File: config.mk
export PLATFORM = sky130hd
export DESIGN_NAME = kpd_matrix_scan
export DESIGN_NICKNAME = d
export VERILOG_FILES = /design/src/rtl/kpd_pkg.sv /design/src/rtl/kpd_event_fifo.sv /design/src/rtl/kpd_matrix_scan.sv
export SDC_FILE = /design/constraint.sdc
export NUM_CORES = 1
export LEC_CHECK = 0
export CORE_ASPECT_RATIO = 0.9
export CORE_UTILIZATION = 45
export DETAILED_ROUTE_END_ITERATION = 16
export HOLD_SLACK_MARGIN = 0.06
export REMOVE_ABC_BUFFERS = 1
export SYNTH_ARGS = -nofsm -noshare
export SYNTH_HDL_FRONTEND = slang
export SYNTH_SLANG_ARGS = --single-unit
File: constraint.sdc
create_clock -name CLK_50M -period 2.6 [get_ports CLK_50M]
set_clock_uncertainty 0.15 [all_clocks]
set_input_delay 0.78 -clock CLK_50M [delete_from_list [all_inputs] [get_ports CLK_50M]]
set_output_delay 0.78 -clock CLK_50M [all_outputs]
set_load 0.03 [all_outputs]
File: src/rtl/kpd_pkg.sv
// Shared FSM state, event record and width helpers for the keypad matrix scanner.
// The event record is sized for the largest 8x8 matrix; smaller matrices zero-extend the code.
package kpd_pkg;

  localparam int CODE_MAX_W = 6;

  typedef enum logic [1:0] {
    SCAN      = 2'd0,
    DEB_PRESS = 2'd1,
    HELD      = 2'd2,
    DEB_REL   = 2'd3
  } kpd_state_t;

  typedef struct packed {
    logic                  press;
    logic [CODE_MAX_W-1:0] code;
  } kpd_evt_t;

  // Never returns less than 1 so degenerate counters still get a legal width.
  function automatic int kpd_clog2(input int n);
    return (n <= 2) ? 1 : $clog2(n);
  endfunction

  function automatic int code_width(input int rows, input int cols);
    return kpd_clog2(rows * cols);
  endfunction

endpackage

File: src/rtl/kpd_event_fifo.sv
// Event FIFO: head is visible in the cycle vld is high; a pop advances it on the next edge.
// A push into a full FIFO is accepted only alongside a pop, otherwise it is dropped and flagged.
module kpd_event_fifo #(
  parameter int WIDTH = 7,
  parameter int DEPTH = 8
) (
  input  logic             clk,
  input  logic             rst_n,
  input  logic             push,
  input  logic [WIDTH-1:0] push_dat,
  input  logic             pop,
  output logic             vld,
  output logic [WIDTH-1:0] head,
  output logic             drop
);

  localparam int AW   = $clog2(DEPTH);
  localparam int CNTW = $clog2(DEPTH + 1);

  logic [WIDTH-1:0] mem [DEPTH];
  logic [AW-1:0]    wr_ptr;
  logic [AW-1:0]    rd_ptr;
  logic [CNTW-1:0]  count;
  logic [CNTW-1:0]  count_nxt;
  logic             full;
  logic             do_push;
  logic             do_pop;

  assign full    = (count == CNTW'(DEPTH));
  assign do_pop  = pop && vld;
  assign do_push = push && (!full || do_pop);
  assign drop    = push && !do_push;
  assign head    = vld ? mem[rd_ptr] : '0;

  always_comb begin
    count_nxt = count;
    if (do_push && !do_pop) begin
      count_nxt = count + CNTW'(1);
    end else if (do_pop && !do_push) begin
      count_nxt = count - CNTW'(1);
    end
  end

  always_ff @(posedge clk) begin
    if (do_push) begin
      mem[wr_ptr] <= push_dat;
    end
  end

  // Power-of-two depth lets the pointers wrap naturally.
  always_ff @(posedge clk or negedge rst_n) begin
    if (!rst_n) begin
      wr_ptr <= '0;
      rd_ptr <= '0;
      count  <= '0;
      vld    <= 1'b0;
    end else begin
      if (do_push) wr_ptr <= wr_ptr + AW'(1);
      if (do_pop)  rd_ptr <= rd_ptr + AW'(1);
      count <= count_nxt;
      vld   <= (count_nxt != '0);
    end
  end

endmodule

File: src/rtl/kpd_matrix_scan.sv
// Keypad row scanner with debounce and event FIFO; columns pass a 2-FF synchronizer first.
// Define KPD_REPEAT_EN to add auto-repeat press events while a key is held.
module kpd_matrix_scan
  import kpd_pkg::*;
#(
  parameter int ROWS            = 4,
  parameter int COLS            = 4,
  parameter int SCAN_DIV        = 1024,
  parameter int DEBOUNCE_CYCLES = 500000,
  parameter int FIFO_DEPTH      = 8,
  parameter int REPEAT_DELAY    = 25000000,
  parameter int REPEAT_RATE     = 5000000,
  localparam int CW             = code_width(ROWS, COLS)
) (
  input  logic            CLK_50M,
  input  logic            RST_N,
  output logic [ROWS-1:0] KPD_R,
  input  logic [COLS-1:0] KPD_C,
  output logic            KPD_state,
  output logic            EVT_VALID,
  input  logic            EVT_READY,
  output logic            EVT_PRESS,
  output logic [CW-1:0]   EVT_CODE,
  output logic            EVT_OVF,
  input  logic            OVF_CLR
);

  localparam int RW  = kpd_clog2(ROWS);
  localparam int CLW = kpd_clog2(COLS);
  localparam int DVW = kpd_clog2(SCAN_DIV);
  localparam int DBW = kpd_clog2(DEBOUNCE_CYCLES);

  if (ROWS < 2 || ROWS > 8 || COLS < 2 || COLS > 8 || SCAN_DIV < 4 ||
      DEBOUNCE_CYCLES < 1 || FIFO_DEPTH < 2 || (FIFO_DEPTH & (FIFO_DEPTH - 1)) != 0 ||
      REPEAT_DELAY < 1 || REPEAT_RATE < 1) begin : g_param_check
    $error("kpd_matrix_scan: illegal parameter set");
  end

  kpd_state_t      state, state_nxt;
  logic [RW-1:0]   row, row_nxt, row_inc;
  logic [CLW-1:0]  col, col_nxt, low_col;
  logic [DVW-1:0]  div_cnt, div_nxt;
  logic [DBW-1:0]  deb_cnt, deb_nxt;
  logic [COLS-1:0] c_meta, c_sync;
  logic            any_low;
  logic            col_low;
  logic            deb_done;
  logic            push;
  logic            push_press;
  logic [CW-1:0]   code;
  kpd_evt_t        push_evt;
  kpd_evt_t        head_evt;
  logic [$bits(kpd_evt_t)-1:0] head_raw;
  logic            drop;
  logic            ovf;

`ifdef KPD_REPEAT_EN
  localparam int RPW = kpd_clog2((REPEAT_DELAY > REPEAT_RATE) ? REPEAT_DELAY : REPEAT_RATE);
  logic [RPW-1:0] rep_cnt, rep_nxt, rep_lim;
  logic           rep_armed, rep_armed_nxt;
  assign rep_lim = rep_armed ? RPW'(REPEAT_RATE - 1) : RPW'(REPEAT_DELAY - 1);
`endif

  assign KPD_R     = ~(ROWS'(1) << row);
  assign KPD_state = (state == HELD) || (state == DEB_REL);
  assign row_inc   = (row == RW'(ROWS - 1)) ? '0 : row + RW'(1);
  assign col_low   = !c_sync[col];
  assign deb_done  = (deb_cnt == DBW'(DEBOUNCE_CYCLES - 1));
  assign code      = CW'(int'(row) * COLS + int'(col));

  always_comb begin
    any_low = 1'b0;
    low_col = '0;
    for (int i = COLS - 1; i >= 0; i--) begin
      if (!c_sync[i]) begin
        any_low = 1'b1;
        low_col = CLW'(i);
      end
    end
  end

  always_comb begin
    state_nxt  = state;
    row_nxt    = row;
    col_nxt    = col;
    div_nxt    = div_cnt;
    deb_nxt    = deb_cnt;
    push       = 1'b0;
    push_press = 1'b0;
`ifdef KPD_REPEAT_EN
    rep_nxt       = rep_cnt;
    rep_armed_nxt = rep_armed;
`endif
    case (state)
      SCAN: begin
        if (div_cnt == DVW'(SCAN_DIV - 1)) begin
          div_nxt = '0;
          if (any_low) begin
            state_nxt = DEB_PRESS;
            col_nxt   = low_col;
          end else begin
            row_nxt = row_inc;
          end
        end else begin
          div_nxt = div_cnt + DVW'(1);
        end
      end
      DEB_PRESS: begin
        if (!col_low) begin
          state_nxt = SCAN;
          row_nxt   = row_inc;
          div_nxt   = '0;
          deb_nxt   = '0;
        end else if (deb_done) begin
          state_nxt  = HELD;
          push       = 1'b1;
          push_press = 1'b1;
          deb_nxt    = '0;
`ifdef KPD_REPEAT_EN
          rep_nxt       = '0;
          rep_armed_nxt = 1'b0;
`endif
        end else begin
          deb_nxt = deb_cnt + DBW'(1);
        end
      end
      HELD: begin
        if (!col_low) begin
          state_nxt = DEB_REL;
          deb_nxt   = '0;
        end
`ifdef KPD_REPEAT_EN
        else if (rep_cnt == rep_lim) begin
          push          = 1'b1;
          push_press    = 1'b1;
          rep_nxt       = '0;
          rep_armed_nxt = 1'b1;
        end else begin
          rep_nxt = rep_cnt + RPW'(1);
        end
`endif
      end
      DEB_REL: begin
        if (col_low) begin
          state_nxt = HELD;
          deb_nxt   = '0;
        end else if (deb_done) begin
          state_nxt = SCAN;
          push      = 1'b1;
          row_nxt   = '0;
          div_nxt   = '0;
          deb_nxt   = '0;
        end else begin
          deb_nxt = deb_cnt + DBW'(1);
        end
      end
      default: state_nxt = SCAN;
    endcase
  end

  always_ff @(posedge CLK_50M or negedge RST_N) begin
    if (!RST_N) begin
      c_meta  <= '1;
      c_sync  <= '1;
      state   <= SCAN;
      row     <= '0;
      col     <= '0;
      div_cnt <= '0;
      deb_cnt <= '0;
      ovf     <= 1'b0;
`ifdef KPD_REPEAT_EN
      rep_cnt   <= '0;
      rep_armed <= 1'b0;
`endif
    end else begin
      c_meta  <= KPD_C;
      c_sync  <= c_meta;
      state   <= state_nxt;
      row     <= row_nxt;
      col     <= col_nxt;
      div_cnt <= div_nxt;
      deb_cnt <= deb_nxt;
      // A drop in the same cycle as a clear leaves the flag set.
      if (drop) begin
        ovf <= 1'b1;
      end else if (OVF_CLR) begin
        ovf <= 1'b0;
      end
`ifdef KPD_REPEAT_EN
      rep_cnt   <= rep_nxt;
      rep_armed <= rep_armed_nxt;
`endif
    end
  end

  always_comb begin
    push_evt       = '0;
    push_evt.press = push_press;
    push_evt.code  = CODE_MAX_W'(code);
  end

  kpd_event_fifo #(
    .WIDTH ($bits(kpd_evt_t)),
    .DEPTH (FIFO_DEPTH)
  ) u_fifo (
    .clk      (CLK_50M),
    .rst_n    (RST_N),
    .push     (push),
    .push_dat (push_evt),
    .pop      (EVT_READY),
    .vld      (EVT_VALID),
    .head     (head_raw),
    .drop     (drop)
  );

  assign head_evt  = head_raw;
  assign EVT_PRESS = head_evt.press;
  assign EVT_CODE  = head_evt.code[CW-1:0];
  assign EVT_OVF   = ovf;

endmodule

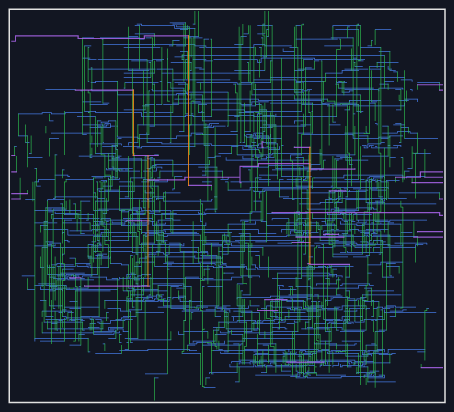
**Above:** signal wires by layer.
Drawn at 4 px/micron.
Key: green = metal 2 [wire length 4380 microns]; blue = metal 1 [wire length 4800 microns]; orange = metal 4 [wire length 115 microns]; purple = metal 3 [wire length 318 microns]
final wirelength: 9.61 mm
vias: 3265
routed length per placed instance: 16.5 microns
gr usage total: 0.203

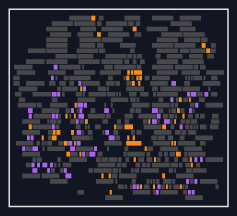
**Above:** logic cells by family.
Drawn at 2 px/micron.
Key: orange = nor cells [cells 56]; purple = aoi and oai cells [cells 61]

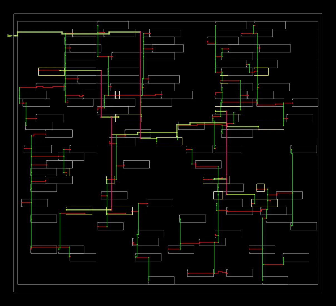
**Above:** clock wiring as the flow saved it.
Power Clock: 0.00121 W
worst skew pair latency: 0.34 ns

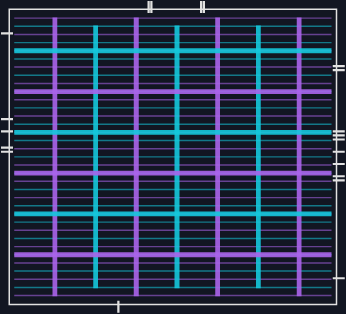
**Above:** floorplan with the power grid.
Drawn at 3 px/micron. Pins as bars on the die edge.
Key: cyan = VDD; purple = VSS
7 straps on met4. 6 straps on met5.

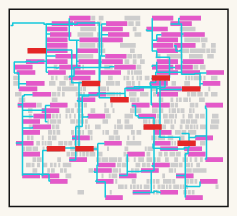
**Above:** clock distribution.
Drawn at 2 px/micron.
Key: red = clock drivers [count 9]; cyan = clock wires [length 1100 microns]; magenta = flip-flops [count 95]
There are 10 routed clock nets. Position of the flops: all over the die.

==> sequential cells by signal, indices dropped and copies added (netlist names), named ones only <==
register,cells
row,2
c_meta,4
EVT_OVF,1
u_fifo.vld,1
u_fifo.wr_ptr,3
deb_cnt,19
state,1
div_cnt,10
u_fifo.mem,40
c_sync,4
u_fifo.count,4
col,2
u_fifo.rd_ptr,3
==> layer usage <==
layer,part of all wire,track usage
met5,0,0
met3,0.033,0.0467
met2,0.46,0.307
met1,0.50,0.292
met4,0.012,0.0593
==> logic make-up after synthesis <==
| logic type | Yosys count |
|---|---|
| buffers and inverters | 31 |
| xor gates and xnor gates | 20 |
| AOI/OAI and AO/OA | 69 |
| DFF | 95 |
| muxes | 20 |
| and+or+nand+nor | 150 |
| adders and majority gates | 10 |
==> worst reg2reg max path: stages, from the launching register on <==
cell	delay [ns]
dfrtp_1	0.37
mux4_2	0.55
xnor2_1	0.22
nor2_1	0.25
nand4_2	0.21
nor3_1	0.23
buf_4	0.20
==> power groups by stage <==
stage	Sequential (W)	Combinational [W]	Clock, W
final	0.00157	0.0000471	0.00121
after global routing	0.00157	0.0000533	0.00131
after CTS	0.00157	0.0000490	0.00126
after detailed placement	0.00160	0.0000487	0
after global placement	0.00160	0.0000481	0
after floorplan	0.00160	0.0000110	0
==> placed cells by master (no fill, tap or decap), drive strengths merged, types with 4 or more instances in the layout <==
cell type      count
ha                10
edfxtp            40
clkdlybuf4s50      8
mux2i              8
nand4             12
nor3              11
clkbuf            11
dlygate4sd2        4
dfrtp             47
nor4               5
mux4              11
nor2b              6
inv               15
buf               50
nand3             17
xor2              12
o31ai              5
nor2              32
dfstp              8
o21ai             16
xnor2              8
a21oi             22
or3                7
or4                4
nand2             29
and3              10
==> flow_summary.json <==
{
  "async_flop_share": 0.579,
  "tightest_slew_ns": 0.466,
  "crit_fanout": 10,
  "layout_setup_ws_ns": -0.127,
  "n_clock_buffer": 11,
  "syn_to_final_growth_pct": 19.7,
  "comb_cells": 269,
  "buf_share": 0.0954,
  "yosysTopAreaCell": "edfxtp_1",
  "port-buffer-count": 19,
  "clkSlewWorstSetupHoldPaths_ns": 0.06,
  "worstPathArrival_ns": 1.80,
  "vias_per_cell": 5.59,
  "total_power_w": 0.00283,
  "max_clock_freq_ghz": 0.367,
  "grt_pass1_vias": 3289,
  "inv_count": 15,
  "setup_violations": 5,
  "cts_sinks": 95,
  "die_h_microns": 97.9,
  "violations": "negative setup slack",
  "worstReg2RegEnd": "u_fifo.mem[4][3]$_DFFE_PP_",
  "synth_cells": 395,
  "diodes": 0,
  "placementRows": 34,
  "core_area_sq_um": 9780,
  "critPathTopFamily": "multiplexers",
  "crit_chain": "buf_12 > mux4_2 > mux2i_1 > nor2b_1 > buf_4",
  "yosys_area_sq_um": 4600,
  "yosys.area_share.aoi": 0.0963,
  "drt_iter0_markers": 164,
  "ff_type": "dfrtp_1",
  "numCtsBuffers": 9,
  "holdWs_ns": 0.196,
  "p_sw_frac": 0.203,
  "rsz0062_at_grt": "yes",
  "startpoint": "u_fifo.rd_ptr[0]$_DFFE_PN0P_",
  "reg2reg_from": "col[0]$_DFFE_PN0P_",
  "sh_comb_area": 0.345,
  "largestClassByArea": "registers",
  "hp-start": "c_meta[3]$_DFF_PN1_",
  "netlist_area_sq_um": 4600,
  "maxCapViolations": 0,
  "ir_drop_mv": 0.417,
  "edf_count": 40,
  "switchingPower_w": 0.000573,
  "dp.cells": 568,
  "ys_warn_count": 0,
  "outcome": "finished, violations left",
  "clock-root-buffer": "clkbuf_16",
  "top_cells_by_count": "dfrtp_1, edfxtp_1, nor2_1",
  "clkPwrFrac": 0.429,
  "numSynthFlops": 95,
  "floorplan.core_util": 0.470,
  "hold_class": "flip-flop to flip-flop",
  "nets": 471,
  "critPathBufInv": 2,
  "dp_slack_ns": -0.207,
  "fillerInstances": 845,
  "power_per_cell_area_nw_per_um2": 514,
  "antenna_found_initial": 0,
  "postSynthAreaPerCell_sq_um": 11.6,
  "placed_area_sq_um": 5230,
  "ys_seq_frac": 0.563,
  "slew_headroom": 0.687,
  "cp-start-kind": "flip-flop",
  "finalCritPeriodShare": 1.05,
  "postLayoutCoreUtil": 0.563,
  "worstSetupPathType": "flip-flop to primary output"
}
Power is estimated from default activity; no workload was simulated.
